[src/rtl/image_cache_sequencer.sv]
// Frame sequencer for the image_cache line buffer: clears the cache, streams one
// frame through a single output register, appends bottom pad rows and tags window centres.
module image_cache_sequencer #(
    parameter int IMAGE_COLUMN     = 512,
    parameter int IMAGE_ROW        = 512,
    parameter int IMAGE_DATA_WIDTH = 8,
    parameter int CONV_KERNEL_SIZE = 11,
    parameter int CACHE_RST_CYCLES = 16,
    parameter int SETTLE_CYCLES    = 16,
    parameter logic [IMAGE_DATA_WIDTH-1:0] PAD_VALUE = '0,
    localparam int H  = CONV_KERNEL_SIZE / 2,
    localparam int CW = $clog2(IMAGE_COLUMN),
    localparam int RW = $clog2(IMAGE_ROW + H)
) (
    input  logic                        axi_clk,
    input  logic                        axi_rst,
    input  logic                        frame_start,
    output logic                        busy,
    output logic                        frame_done,
    output logic                        tlast_err,
    output logic                        cache_rst,
    input  logic [IMAGE_DATA_WIDTH-1:0] s_axis_tdata,
    input  logic                        s_axis_tvalid,
    input  logic                        s_axis_tlast,
    output logic                        s_axis_tready,
    output logic [IMAGE_DATA_WIDTH-1:0] m_axis_tdata,
    output logic                        m_axis_tvalid,
    output logic                        m_axis_tlast,
    input  logic                        m_axis_tready,
    output logic                        win_valid,
    output logic [RW-1:0]               win_row,
    output logic [CW-1:0]               win_col
);

    localparam int CNT_MAX = (CACHE_RST_CYCLES > SETTLE_CYCLES) ? CACHE_RST_CYCLES : SETTLE_CYCLES;
    localparam int CNT_W   = $clog2(CNT_MAX) + 1;

    localparam logic [CW-1:0] COL_LAST      = CW'(IMAGE_COLUMN - 1);
    localparam logic [RW-1:0] ROW_LAST_REAL = RW'(IMAGE_ROW - 1);
    localparam logic [RW-1:0] ROW_LAST_PAD  = RW'(IMAGE_ROW + H - 1);
    localparam logic [RW-1:0] ROW_HALF      = RW'(H);
    localparam logic [CW-1:0] COL_HALF      = CW'(H);

    typedef enum logic [2:0] {
        ST_IDLE, ST_CLEAR, ST_SETTLE, ST_STREAM, ST_FLUSH, ST_DONE
    } state_t;

    state_t                        state_reg;
    logic [CNT_W-1:0]              cnt_reg;
    logic [CW-1:0]                 col_reg;
    logic [RW-1:0]                 row_reg;
    logic                          last_loaded_reg;
    logic                          tlast_err_reg;
    logic                          m_valid_reg;
    logic [IMAGE_DATA_WIDTH-1:0]   m_data_reg;
    logic                          m_last_reg;
    logic                          win_valid_reg;
    logic [RW-1:0]                 win_row_reg;
    logic [CW-1:0]                 win_col_reg;

    logic reg_free;
    logic stream_load;
    logic flush_load;
    logic beat_load;
    logic col_wrap;
    logic window_full;

    // The output register may take a new beat when it is empty or being drained.
    assign reg_free    = !m_valid_reg || m_axis_tready;
    assign stream_load = (state_reg == ST_STREAM) && reg_free && s_axis_tvalid;
    assign flush_load  = (state_reg == ST_FLUSH) && reg_free && !last_loaded_reg;
    assign beat_load   = stream_load || flush_load;
    assign col_wrap    = (col_reg == COL_LAST);
    assign window_full = (int'(row_reg) >= CONV_KERNEL_SIZE - 1) &&
                         (int'(col_reg) >= CONV_KERNEL_SIZE - 1);

    assign busy          = (state_reg != ST_IDLE);
    assign frame_done    = (state_reg == ST_DONE);
    assign cache_rst     = (state_reg == ST_CLEAR);
    assign s_axis_tready = (state_reg == ST_STREAM) && reg_free;
    assign tlast_err     = tlast_err_reg;
    assign m_axis_tvalid = m_valid_reg;
    assign m_axis_tdata  = m_data_reg;
    assign m_axis_tlast  = m_last_reg;
    assign win_valid     = win_valid_reg;
    assign win_row       = win_row_reg;
    assign win_col       = win_col_reg;

    always_ff @(posedge axi_clk) begin
        if (axi_rst) begin
            state_reg       <= ST_IDLE;
            cnt_reg         <= '0;
            col_reg         <= '0;
            row_reg         <= '0;
            last_loaded_reg <= 1'b0;
            tlast_err_reg   <= 1'b0;
            m_valid_reg     <= 1'b0;
            m_data_reg      <= '0;
            m_last_reg      <= 1'b0;
            win_valid_reg   <= 1'b0;
            win_row_reg     <= '0;
            win_col_reg     <= '0;
        end else begin
            case (state_reg)
                ST_IDLE: begin
                    if (frame_start) begin
                        state_reg <= ST_CLEAR;
                        cnt_reg   <= '0;
                    end
                end
                ST_CLEAR: begin
                    col_reg         <= '0;
                    row_reg         <= '0;
                    last_loaded_reg <= 1'b0;
                    tlast_err_reg   <= 1'b0;
                    if (cnt_reg == CNT_W'(CACHE_RST_CYCLES - 1)) begin
                        state_reg <= ST_SETTLE;
                        cnt_reg   <= '0;
                    end else begin
                        cnt_reg <= cnt_reg + 1'b1;
                    end
                end
                ST_SETTLE: begin
                    if (cnt_reg == CNT_W'(SETTLE_CYCLES - 1)) begin
                        state_reg <= ST_STREAM;
                    end else begin
                        cnt_reg <= cnt_reg + 1'b1;
                    end
                end
                ST_STREAM: begin
                    if (stream_load && (row_reg == ROW_LAST_REAL) && col_wrap) begin
                        state_reg <= ST_FLUSH;
                    end
                end
                ST_FLUSH: begin
                    // Done only once the final pad beat has left the register.
                    if (m_valid_reg && m_axis_tready && last_loaded_reg) begin
                        state_reg <= ST_DONE;
                    end
                end
                ST_DONE: begin
                    state_reg <= ST_IDLE;
                end
                default: begin
                    state_reg <= ST_IDLE;
                end
            endcase

            if (beat_load) begin
                m_valid_reg   <= 1'b1;
                m_data_reg    <= stream_load ? s_axis_tdata : PAD_VALUE;
                m_last_reg    <= col_wrap;
                win_valid_reg <= window_full;
                win_row_reg   <= window_full ? (row_reg - ROW_HALF) : '0;
                win_col_reg   <= window_full ? (col_reg - COL_HALF) : '0;
                if (col_wrap) begin
                    col_reg <= '0;
                    row_reg <= row_reg + 1'b1;
                end else begin
                    col_reg <= col_reg + 1'b1;
                end
                if (flush_load && (row_reg == ROW_LAST_PAD) && col_wrap) begin
                    last_loaded_reg <= 1'b1;
                end
            end else if (m_axis_tready) begin
                m_valid_reg   <= 1'b0;
                win_valid_reg <= 1'b0;
                win_row_reg   <= '0;
                win_col_reg   <= '0;
            end

            if (stream_load && (s_axis_tlast != col_wrap)) begin
                tlast_err_reg <= 1'b1;
            end
        end
    end

endmodule

[config.mk]
export PLATFORM = sky130hd
export DESIGN_NAME = image_cache_sequencer
export DESIGN_NICKNAME = d
export VERILOG_FILES = /design/src/rtl/image_cache_sequencer.sv
export SDC_FILE = /design/constraint.sdc
export NUM_CORES = 1
export LEC_CHECK = 0
export CAP_MARGIN = 10
export CORE_UTILIZATION = 35
export CTS_BUF_LIST = sky130_fd_sc_hd__clkbuf_4 sky130_fd_sc_hd__clkbuf_8 sky130_fd_sc_hd__clkbuf_16
export DETAILED_ROUTE_END_ITERATION = 12
export GPL_ROUTABILITY_DRIVEN = 0
export PLACE_DENSITY_LB_ADDON = 0.15
export SETUP_SLACK_MARGIN = 0.3
export SKIP_CTS_REPAIR_TIMING = 1
export SYNTH_ARGS = -nofsm -noshare
export SYNTH_HDL_FRONTEND = slang
export SYNTH_SLANG_ARGS = --single-unit
[constraint.sdc]
create_clock -name axi_clk -period 3.6 [get_ports axi_clk]
set_input_delay 0.54 -clock axi_clk [delete_from_list [all_inputs] [get_ports axi_clk]]
set_output_delay 0.54 -clock axi_clk [all_outputs]
set_load 0.1 [all_outputs]
Figure 1. Cell classes on the final placement (run 1).
Bar = 20 um.
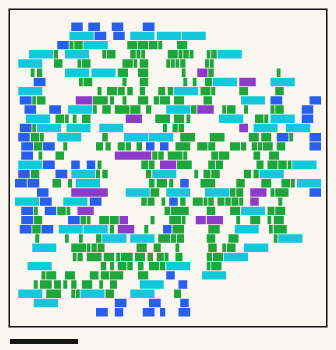
Key: other buffers and delay cells = blue [cells 55]; flops = cyan [cells 59]; all other logic = green [cells 260]; clock drivers and dummy loads = purple [cells 16]
Finished Core Util: 46.7%
Seq/total area: 32.0%
area of the core: 7890 sq um
fin area: 3690 sq um

Figure 2. Selected gate families (run 1).
Bar = 20 um.
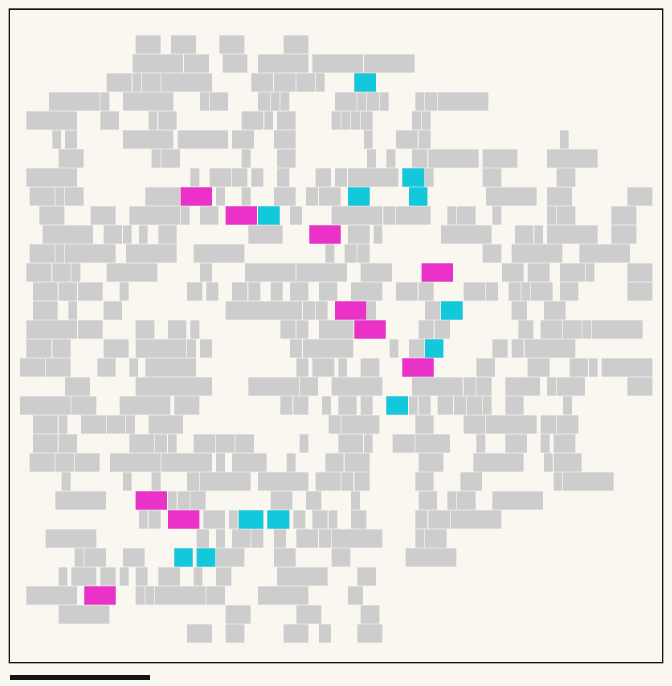
Key: AND-OR and OR-AND gates = cyan [cells 12]; adder and majority cells = magenta [cells 10]
Layout Cells excl Fill: 492
Commonest Layout Cell: dfxtp_1

Figure 3. Sequential cells coloured by netlist name (run 1).
Bar = 20 um. Other sequential cells in the stronger grey, the rest of the logic in the fainter grey.
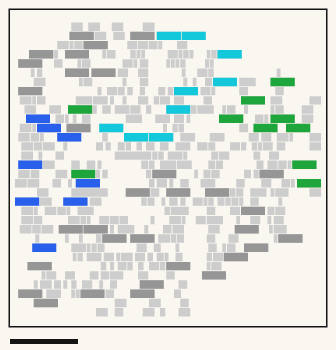
Key: win_row = green [placed flops 10]; col_reg = cyan [placed flops 9]; m_axis_tdata = blue [placed flops 8, where middle left]
Power Sequential: 0.660 mW
FF+latch area: 1180 sq um

==> impl_metrics.json, run 1 <==
{
  "wl_per_cell_um": 14.0,
  "netlist_area_sq_um": 2920,
  "dieWidth_um": 93.3,
  "finClkSkew_ns": 0.00435,
  "worst_slew_pin_slew_ns": 0.996,
  "period_needed_ns": 2.81,
  "r2r-start": "col_reg[1]",
  "worstReg2RegEnd": "state_reg[0]",
  "ys_seq_share_pct": 40.5,
  "switching_share_pct": 24.0,
  "ys_cells": 348,
  "synth_cell_types": 47,
  "seqPwrFrac_pct": 46.6,
  "worstRegToRegCells": 10,
  "maxPowerGroup": "the clock network",
  "netlist_logic_family_top": "simple AND/OR/NAND/NOR gates",
  "tap_cells": 102,
  "status": "finished, final reports clean",
  "arrival_ns": 3.01,
  "top_usage_layer": "met2",
  "comb_cells": 251,
  "path_depth": 10,
  "die_h_um": 93.3,
  "globalRouteTotalUtil_pct": 17.7,
  "power_frac_comb_pct": 5.2,
  "firstDrtPassIters": 4,
  "wl_met3_um": 434,
  "hold_violations": 0,
  "diodes": 0,
  "bufAreaShareNonClock_pct": 14.1,
  "rows": 32,
  "route.antenna.remaining_nets": 0,
  "grt_pass1_wl_um": 11900,
  "h-tree-depth": 3,
  "p_total_mw": 1.42,
  "startpoint": "col_reg[1]",
  "dpl_worst_slack_ns": 0.719,
  "fin_setup_tns_ns": 0,
  "reg2reg_slack_ns": 0.79,
  "sh_comb_area_pct": 43.4,
  "path_buffers": 0,
  "grt_antenna_before_repair": 0,
  "final_nets": 409,
  "dpl.hpwl_um": 4710,
  "yosys.area.top_type": "dfxtp_1",
  "p_int_mw": 1.08,
  "crit_path_cell_trace": "ha_1, nand3_1, or2_2, nor2_1, ha_1, and4_1, nor4bb_1, nand2_1, a21oi_1, a2111oi_0",
  "holdWs_ns": 0.463,
  "yosys_warnings": 0,
  "clock_power_share_pct": 48.3,
  "clockRootBuffer": "clkbuf_8",
  "cpMaxStageDelayCell": "dfxtp_1",
  "hold_end": "m_axis_tlast",
  "setup_viol": 0,
  "ys_sh_aoi_pct": 17.7,
  "drive_above_1_share_pct": 10.5,
  "route.top_layer_used": "met4",
  "critical_path.max_stage_delay_ns": 0.47,
  "flops": 59,
  "grt_start_max_net_pins": 50,
  "crit_type": "reg2reg",
  "drv_slew": 0,
  "final_cell_mix": "dfxtp_1 (59), nor2_1 (54), clkdlybuf4s50_1 (43), a22oi_1 (28), nand2_1 (21)",
  "power.switching_mw": 0.340,
  "nClkBuffers": 9,
  "die-area_sq_um": 8710,
  "signal_buffers": 55,
  "largestClassByArea": "logic gates",
  "portBuffers": 48,
  "cp_common_cell": "ha_1",
  "clock_cell_area_share_pct": 6.08
}
Figure 4. Cells by drive strength (run 1).
Bar = 20 um.
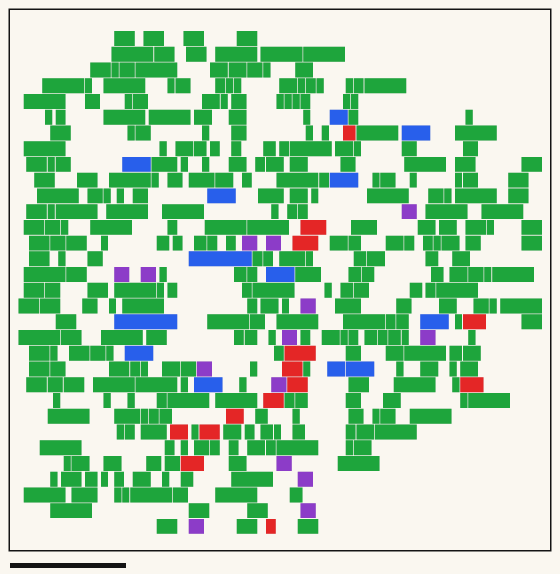

## Run 2: what changed since run 1
==> constraint.sdc (replaced) <==
create_clock -name axi_clk -period 2.8 [get_ports axi_clk]
set_input_delay 0.42 -clock axi_clk [delete_from_list [all_inputs] [get_ports axi_clk]]
set_output_delay 0.42 -clock axi_clk [all_outputs]
set_load 0.1 [all_outputs]
Figure 5. Cells by drive strength (run 2).
Bar = 20 um.
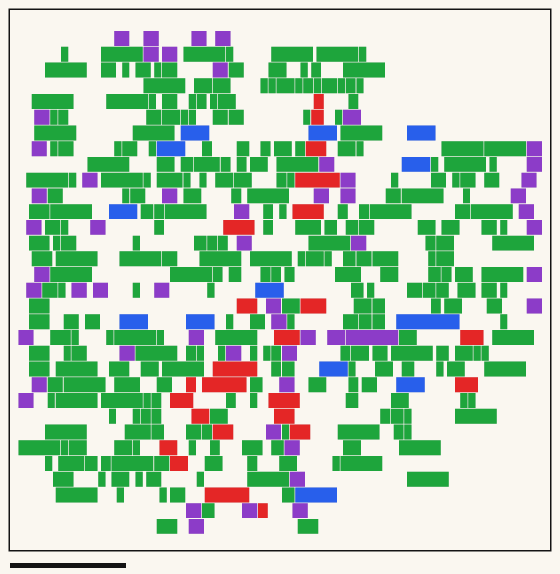
Key: drive 1 or less = green [cells 308, share 77%]; drive 3 to 4 = purple [cells 55, share 14%]; drive 2 = red [cells 24, share 6.0%]; drive 6 and up = blue [cells 13, share 3.3%]
Buffers excl. clock: 65
P&R area growth vs syn: 27.4%
Final WS setup: 0.450 ns

Figure 6. Selected gate families (run 2).
Bar = 20 um.
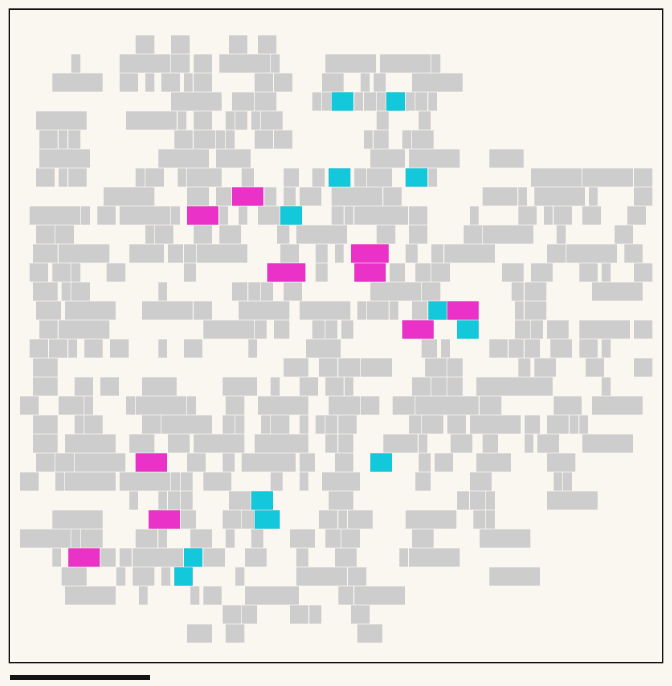
Key: adder and majority cells = magenta [cells 10]; AND-OR and OR-AND gates = cyan [cells 12]
combinational share of cell area: 44.0%
Layout Cells excl Fill: 502

==> run 2 against run 1 <==
Compared with the run above: first-iteration DRC count fell by 16%; register-to-register slack got worse by 0.34 ns; highest routed layer unchanged; non-clock buffer count rose by 10; largest power group is now sequential cells; final area rose by 0.88%; critical endpoint is now row_reg[7].
==> impl_metrics.json, run 2 <==
{
  "status": "finished, final reports clean",
  "tap_cells": 102,
  "ys_sh_aoi_pct": 17.7,
  "diodes": 0,
  "ys_seq_share_pct": 40.5,
  "die_h_um": 93.3,
  "final_cell_mix": "dfxtp_1 (55), nor2_1 (53), buf_4 (51), a22oi_1 (28), nand2_1 (21)",
  "reg2reg_slack_ns": 0.45,
  "portBuffers": 48,
  "worst_slew_pin_slew_ns": 0.627,
  "synth_cell_types": 47,
  "netlist_logic_family_top": "simple AND/OR/NAND/NOR gates",
  "lay_top_count": "dfxtp_1",
  "crit_type": "reg2reg",
  "route.antenna.remaining_nets": 0,
  "yosys.area.top_type": "dfxtp_1",
  "seqPwrFrac_pct": 48.4,
  "drive_above_1_share_pct": 23.0,
  "die-area_sq_um": 8710,
  "dieWidth_um": 93.3,
  "arrival_ns": 2.61,
  "p_seq_mw": 0.849,
  "seq_area_share_pct": 31.9,
  "coreArea_sq_um": 7890,
  "crit_path_cell_trace": "ha_2, nand3_2, or2_4, nor2_2, ha_2, nand4_1, a211o_1, or3_1, a21oi_1",
  "finClkSkew_ns": 0.00712,
  "grt_antenna_before_repair": 0,
  "comb_cells": 251,
  "path_buffers": 0,
  "worstRegToRegCells": 9,
  "netlist_area_sq_um": 2920,
  "cp_common_cell": "ha_2",
  "final_nets": 419,
  "cpMaxStageDelayCell": "a211o_1",
  "holdWs_ns": 0.459,
  "yosys_warnings": 0,
  "setup_viol": 0
}
Figure 7. Congestion heat map (run 2).
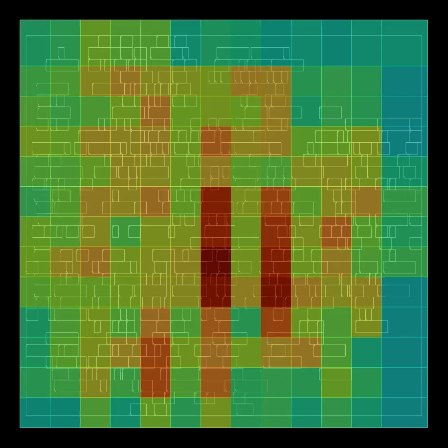
layer with the highest usage: met2
routing usage on met2: 28.2%
WL per Instance: 14.1 um
Finished Core Util: 47.1%

Figure 8. Cell classes on the final placement (run 2).
Bar = 20 um.
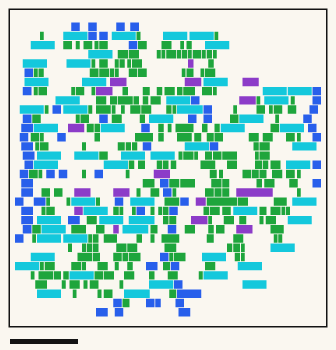

## Run 3: what changed since run 2
==> constraint.sdc (replaced) <==
create_clock -name axi_clk -period 1.9 [get_ports axi_clk]
set_input_delay 0.285 -clock axi_clk [delete_from_list [all_inputs] [get_ports axi_clk]]
set_output_delay 0.285 -clock axi_clk [all_outputs]
set_load 0.1 [all_outputs]
Figure 9. Cell classes on the final placement (run 3).
Bar = 20 um.
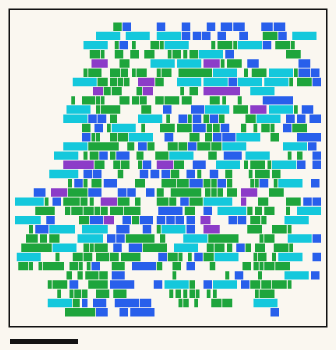
Seq/total area: 26.0%
Finished Core Util: 58.5%

Figure 10. Selected gate families (run 3).
Bar = 20 um.
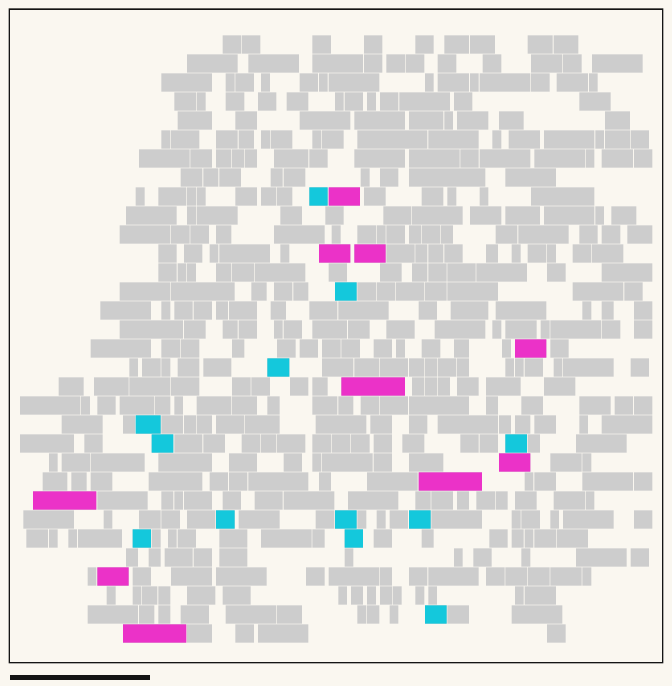
Key: AND-OR and OR-AND gates = cyan [cells 12]; adder and majority cells = magenta [cells 10]
Commonest Layout Cell: buf_4
combinational share of cell area: 42.0%

Figure 11. Cells by drive strength (run 3).
Bar = 20 um.
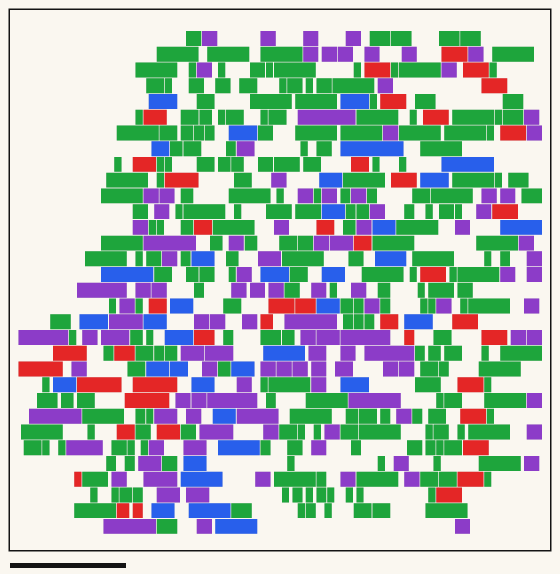
Buffers excl. clock: 121
Final WS setup: -0.182 ns
fin area: 4610 sq um
P&R area growth vs syn: 58.1%

==> run 3 against run 2 <==
Compared with the run above: the flow now finishes with violations (negative setup slack); first-iteration DRC count increased by 13%; clock-buffer cell count fell by 2; non-clock buffer count up 56; sequential power is 46% higher; critical path type unchanged.
==> impl_metrics.json, run 3 <==
{
  "viasPerCell": 5.06,
  "fill_cells": 698,
  "final_cell_mix": "buf_4 (85), nor2_1 (51), dfxtp_1 (51), nand2_1 (19), a22oi_2 (17)",
  "violations": "negative setup slack",
  "drc": 0,
  "status": "complete, but fails checks",
  "coreArea_sq_um": 7890,
  "p_seq_mw": 1.24,
  "cpMaxStageDelayCell": "or4_1",
  "worst_slew_pin_slew_ns": 0.699,
  "grt_antenna_before_repair": 0,
  "fin_setup_tns_ns": -3.75,
  "die-area_sq_um": 8710,
  "fin_cells": 558,
  "top_usage_layer": "met2",
  "path_buffers": 1,
  "netlist_logic_family_top": "simple AND/OR/NAND/NOR gates",
  "worstRegToRegCells": 6,
  "route.antenna.remaining_nets": 0,
  "final_nets": 475,
  "reg2reg_slack_ns": -0.18,
  "firstDrtPassIters": 4,
  "crit_type": "reg2reg",
  "synth_cell_types": 47,
  "setup_viol": 32,
  "use_met3_pct": 5.28,
  "vdd_drop_max_uv": 571,
  "portBuffers": 48,
  "ys_seq_share_pct": 40.5,
  "tap_cells": 102,
  "grt-ovfl-total": 0,
  "arrival_ns": 2.31,
  "dieWidth_um": 93.3,
  "yosys_most_used_dff": "dfxtp_1",
  "comb_cells": 251,
  "drive_above_1_share_pct": 42.5,
  "use_met2_pct": 31.3,
  "netlist_area_sq_um": 2920,
  "worst_slack_ns": -0.182,
  "yosys.area.top_type": "dfxtp_1",
  "power_frac_comb_pct": 7.8,
  "die_h_um": 93.3,
  "holdWs_ns": 0.418,
  "nClkBuffers": 10
}
Power is estimated from default activity; no workload was simulated.
